`src/rtl/conv_pkg.sv`:
```
// conv_pkg: shared constants, operand kind encoding and weight-status state for the convolution feeder.
package conv_pkg;
   localparam int CONV_LANES = 32;
   localparam int CONV_DW    = 4;
   localparam int CONV_OFM_W = 13;
   localparam logic KIND_IFM = 1'b0;
   localparam logic KIND_W   = 1'b1;
   typedef enum logic {NO_W, W_OK} w_state_e;
endpackage

```
`src/rtl/lane_assembler.sv`:
```
// lane_assembler: collects DW-bit beats into a LANES-wide vector, flags completion and kind mismatch.
module lane_assembler import conv_pkg::*; #(
   parameter int LANES = CONV_LANES,
   parameter int DW    = CONV_DW
) (
   input  logic                clk,
   input  logic                rst_n,
   input  logic                flush,
   input  logic                beat,
   input  logic                kind,
   input  logic [DW-1:0]       data,
   output logic                complete,
   output logic                mismatch,
   output logic [LANES*DW-1:0] vec
);
   localparam int LW = (LANES > 1) ? $clog2(LANES) : 1;
   logic [LW-1:0]       lane_q, lane_d, lane;
   logic                kind_q, kind_d;
   logic [LANES*DW-1:0] asm_q, asm_d;
   // A mismatching beat restarts the vector at lane 0, so vec always reflects the beat's real lane.
   always_comb begin
      mismatch = beat && lane_q != '0 && kind != kind_q;
      lane = mismatch ? '0 : lane_q;
      vec = asm_q;
      vec[lane*DW +: DW] = data;
      complete = beat && lane == LW'(LANES-1);
      kind_d = (beat && lane == '0) ? kind : kind_q;
      asm_d = beat ? vec : asm_q;
      lane_d = flush ? '0 : !beat ? lane_q : complete ? '0 : lane + 1'b1;
   end
   always_ff @(posedge clk) begin
      if (!rst_n) begin
         lane_q <= '0;
         kind_q <= KIND_IFM;
         asm_q <= '0;
      end else begin
         lane_q <= lane_d;
         kind_q <= kind_d;
         asm_q <= asm_d;
      end
   end
endmodule

```
`src/rtl/conv_operand_packer.sv`:
```
// conv_operand_packer: serial-to-parallel feeder turning a tagged 4-bit operand stream into
// 32-lane weight/IFM vectors with single-cycle valid pulses for the convolution core.
module conv_operand_packer import conv_pkg::*; #(
   parameter int LANES = CONV_LANES,
   parameter int DW    = CONV_DW,
   parameter int CW    = 16
) (
   input  logic                clk,
   input  logic                rst_n,
   input  logic                s_valid,
   output logic                s_ready,
   input  logic [DW-1:0]       s_data,
   input  logic                s_kind,
   input  logic                flush,
   output logic                weight_valid,
   output logic [LANES*DW-1:0] weight_bus,
   output logic                in_valid,
   output logic [LANES*DW-1:0] ifm_bus,
   output logic                err_kind,
   output logic                err_noweight,
   output logic [CW-1:0]       ifm_count
);
   w_state_e            state_q, state_d;
   logic                accept, complete, mismatch;
   logic [LANES*DW-1:0] vec;
   logic                weight_valid_q, weight_valid_d, in_valid_q, in_valid_d;
   logic                err_kind_q, err_kind_d, err_noweight_q, err_noweight_d;
   logic [LANES*DW-1:0] weight_bus_q, weight_bus_d, ifm_bus_q, ifm_bus_d;
   logic [CW-1:0]       ifm_count_q, ifm_count_d;
   assign s_ready = !flush;
   assign accept = s_valid && s_ready;
   lane_assembler #(.LANES(LANES), .DW(DW)) u_asm (
      .clk      (clk),
      .rst_n    (rst_n),
      .flush    (flush),
      .beat     (accept),
      .kind     (s_kind),
      .data     (s_data),
      .complete (complete),
      .mismatch (mismatch),
      .vec      (vec)
   );
   // IFM vectors completed before any weights are loaded are dropped and reported instead.
   always_comb begin
      weight_valid_d = complete && s_kind == KIND_W;
      in_valid_d = complete && s_kind == KIND_IFM && state_q == W_OK;
      err_noweight_d = complete && s_kind == KIND_IFM && state_q == NO_W;
      err_kind_d = mismatch;
      weight_bus_d = weight_valid_d ? vec : weight_bus_q;
      ifm_bus_d = in_valid_d ? vec : ifm_bus_q;
      ifm_count_d = flush ? '0 : ifm_count_q + CW'(in_valid_d);
      state_d = flush ? NO_W : weight_valid_d ? W_OK : state_q;
   end
   always_ff @(posedge clk) begin
      if (!rst_n) begin
         state_q <= NO_W;
         weight_valid_q <= 1'b0;
         in_valid_q <= 1'b0;
         err_kind_q <= 1'b0;
         err_noweight_q <= 1'b0;
         weight_bus_q <= '0;
         ifm_bus_q <= '0;
         ifm_count_q <= '0;
      end else begin
         state_q <= state_d;
         weight_valid_q <= weight_valid_d;
         in_valid_q <= in_valid_d;
         err_kind_q <= err_kind_d;
         err_noweight_q <= err_noweight_d;
         weight_bus_q <= weight_bus_d;
         ifm_bus_q <= ifm_bus_d;
         ifm_count_q <= ifm_count_d;
      end
   end
   assign weight_valid = weight_valid_q;
   assign in_valid = in_valid_q;
   assign err_kind = err_kind_q;
   assign err_noweight = err_noweight_q;
   assign weight_bus = weight_bus_q;
   assign ifm_bus = ifm_bus_q;
   assign ifm_count = ifm_count_q;
endmodule

```
`config.mk`:
```
export PLATFORM = sky130hd
export DESIGN_NAME = conv_operand_packer
export DESIGN_NICKNAME = d
export VERILOG_FILES = /design/src/rtl/conv_pkg.sv /design/src/rtl/lane_assembler.sv /design/src/rtl/conv_operand_packer.sv
export SDC_FILE = /design/constraint.sdc
export NUM_CORES = 1
export LEC_CHECK = 0
export CAP_MARGIN = 30
export CORE_MARGIN = 3
export CORE_UTILIZATION = 45
export CTS_CLUSTER_DIAMETER = 80
export DETAILED_ROUTE_END_ITERATION = 10
export PLACE_DENSITY = 0.69
export SLEW_MARGIN = 15
export SYNTH_ARGS = -nofsm -noshare
export SYNTH_HDL_FRONTEND = slang
export SYNTH_HIERARCHICAL = 1
export SYNTH_SLANG_ARGS = --single-unit
```
`constraint.sdc`:
```
create_clock -name clk -period 13.3 [get_ports clk]
set_clock_uncertainty 0.2 [all_clocks]
set_input_delay 1.995 -clock clk [delete_from_list [all_inputs] [get_ports clk]]
set_output_delay 1.995 -clock clk [all_outputs]
set_load 0.02 [all_outputs]
```
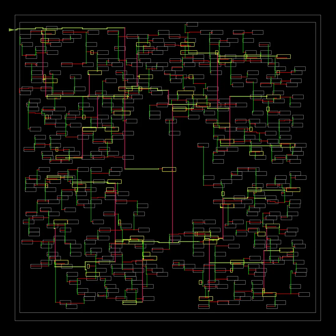
(clock wiring as the flow saved it)
cts bufs inserted: 43
layout clock buffer count: 58

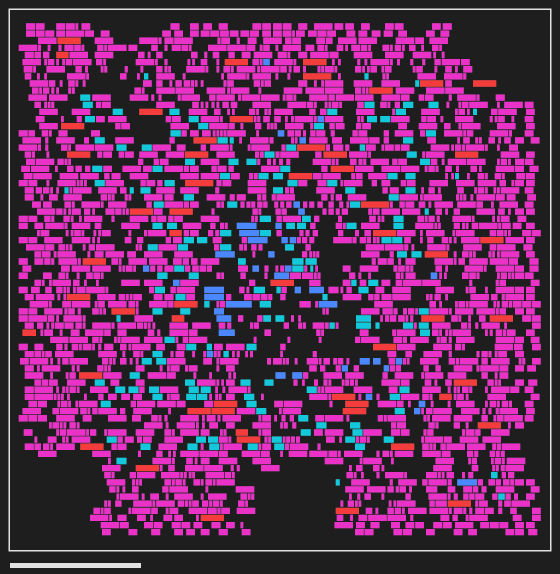
(sizing map)
The bar under the picture is 50 um long.
Key: red = drive 6 and up [cells 55, share 2.4%, most used clkbuf_16]; blue = drive 3 to 4 [cells 41, share 1.8%, most used buf_4]; magenta = drive 1 or less [cells 2007, share 89%, most used nand2_1]; cyan = drive 2 [cells 162, share 7.2%, most used mux2_2]

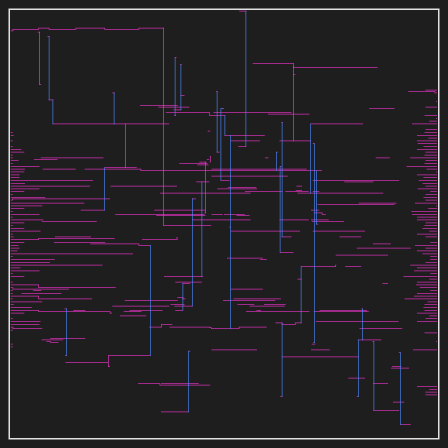
(metal layers overlaid)
Two of the layers only.
Key: blue = met4 [wire length 1210 um]; magenta = met3 [wire length 3710 um]

==> reports/metrics.cfg <==
[setup_path]
required_ns=13.55
start_kind=primary input
startpoint=flush
r2r_slack_ns=8.23
reg2regPathDepth=16
path_class=primary input to flip-flop
worstPathMaxFanout=50
crit_chain=clkdlybuf4s50_1 > nor2b_1 > buf_4 > inv_1 > o21ai_4 > inv_2 > ha_1 > nand2_1 > nor2_1 > ha_1 > inv_1 > nor2_1 > nand3b_1 > inv_4 > ha_1 > ha_1 > nand4_4 > or4_1 > a21oi_1
slowest_delay_ns=0.59

[cells_and_area]
buffer_area_frac=0.134
layout.cells.most_common=nand2_1
regArea_um2=8230
clkCellAreaFrac=0.0627
comb_share=0.407
buffers=307
comb.multi_input.count=1460
sh_seq_area=0.365

[pwr]
power.share.sequential=0.491
p_sw_frac=0.212

[synthesis]
synthCells=2024
synth_flops=411
ys.flop_type=dfxtp_1
ys_sh_adder=0.00624
synth_warnings=6
top_area_cell=dfxtp_1
edf_count=0
avgSynthCellArea_um2=8.91
topCombFamilyByArea=simple AND/OR/NAND/NOR gates

[floorplanning]
coreArea_um2=39100
num_rows=72
chipArea_um2=42500

[sta]
setup-violations-final=0
final-hold-violation-count=0
final_max_slew_viol_count=0
fin_crit_sh=0.526

[detailed_routing]
top_layer=met4
wl_met1_um=24500
wire_per_inst_um=19.2
route.met2.wl_um=24000

[clocking]
cts_hold_buf=0
clockRootBuffer=clkbuf_16

[hold_path]
hold_start=u_asm/asm_q[102]
hold_end=u_asm/asm_q[102]

[place]
post-dp-hpwl_um=36600
io_buffers=285

[global_route]
grt_usage=0.244

[job]
maxCapViolCount=0

[status]
status=complete, no violations

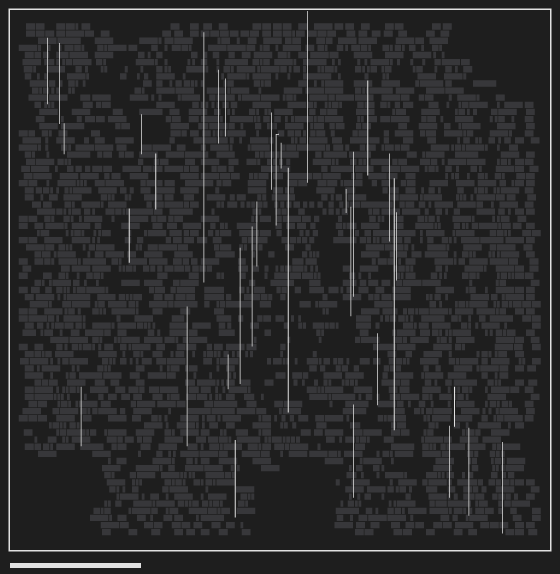
(met4 routing)
The bar under the picture is 50 um long.
21 nets have wire on it. The layer carries 1210 um of wire.

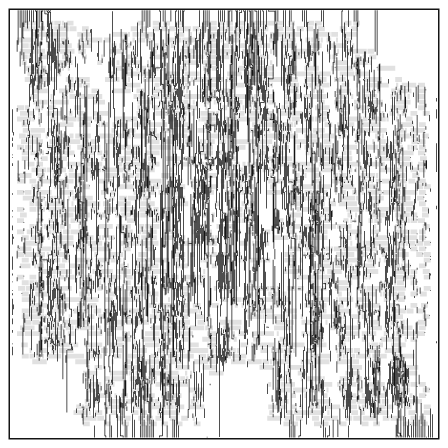
(met2 routing)
The longest straight run is 72.8 um. The layer holds 45% of the routed length. The layer carries 24.0 mm of wire. The wires run mostly vertical. 1880 nets have wire on it.

cell families after synthesis:
logic type,count (synthesis)
AND-OR/OR-AND,336
XOR/XNOR,7
adder cells (fa/ha/maj),9
buffers and inverters,153
flip-flops,411
multiplexers,226
AND/OR/NAND/NOR,882
power groups by stage:
stage	Combinational, mW	Clock, mW	Sequential [mW]
floorplan	0.0501	0	1.26
global placement	0.0685	0	1.26
detailed placement	0.0686	0	1.26
CTS	0.0689	1.23	1.23
global route	0.0743	1.28	1.23
finish	0.0695	1.21	1.23
synthesized netlist by cell type (all sizes together), types with 6 or more instances:
cell type,instances
a21boi,280
a21oi,14
and2,12
and3,6
buf,75
clkbuf,66
dfxtp,411
ha,9
inv,12
mux2,128
mux2i,98
nand2,623
nand2b,12
nand3,56
nand4,10
nor2,37
nor2b,73
nor3,12
nor4,17
o211ai,6
o21ai,20
or3,10
per-layer routing:
| metal | global-route usage | up-vias |
|---|---|---|
| met5 | 0 | - |
| met4 | 0.0570 | 0 |
| met3 | 0.0455 | 78 |
| met2 | 0.390 | 437 |
| met1 | 0.345 | 7159 |
| li1 | - | 7183 |
critical path, delay by kind of cell:
family | cells | cell delay, ns
AND-OR/OR-AND | 2 | 0.32
adder cells (fa/ha/maj) | 4 | 1.24
buffers and inverters | 6 | 2.15
AND/OR/NAND/NOR | 7 | 1.51
metrics by stage:
stage | hold WS, ns | setup WS (ns) | power [mW] | std cells | utilization
6_report | 0.259 | 6.30 | 2.51 | 2784 | 0.576
5_1_grt | 0.276 | 5.91 | 2.59 | 2784 | 0.576
4_1_cts | 0.256 | 6.36 | 2.53 | 2783 | 0.576
3_5_place_dp | 0.246 | 5.78 | 1.33 | 2708 | 0.540
3_3_place_gp | 0.241 | 5.88 | 1.33 | 2707 | 0.540
2_1_floorplan | 0.220 | 7.51 | 1.31 | 2024 | -
Power is estimated from default activity; no workload was simulated.
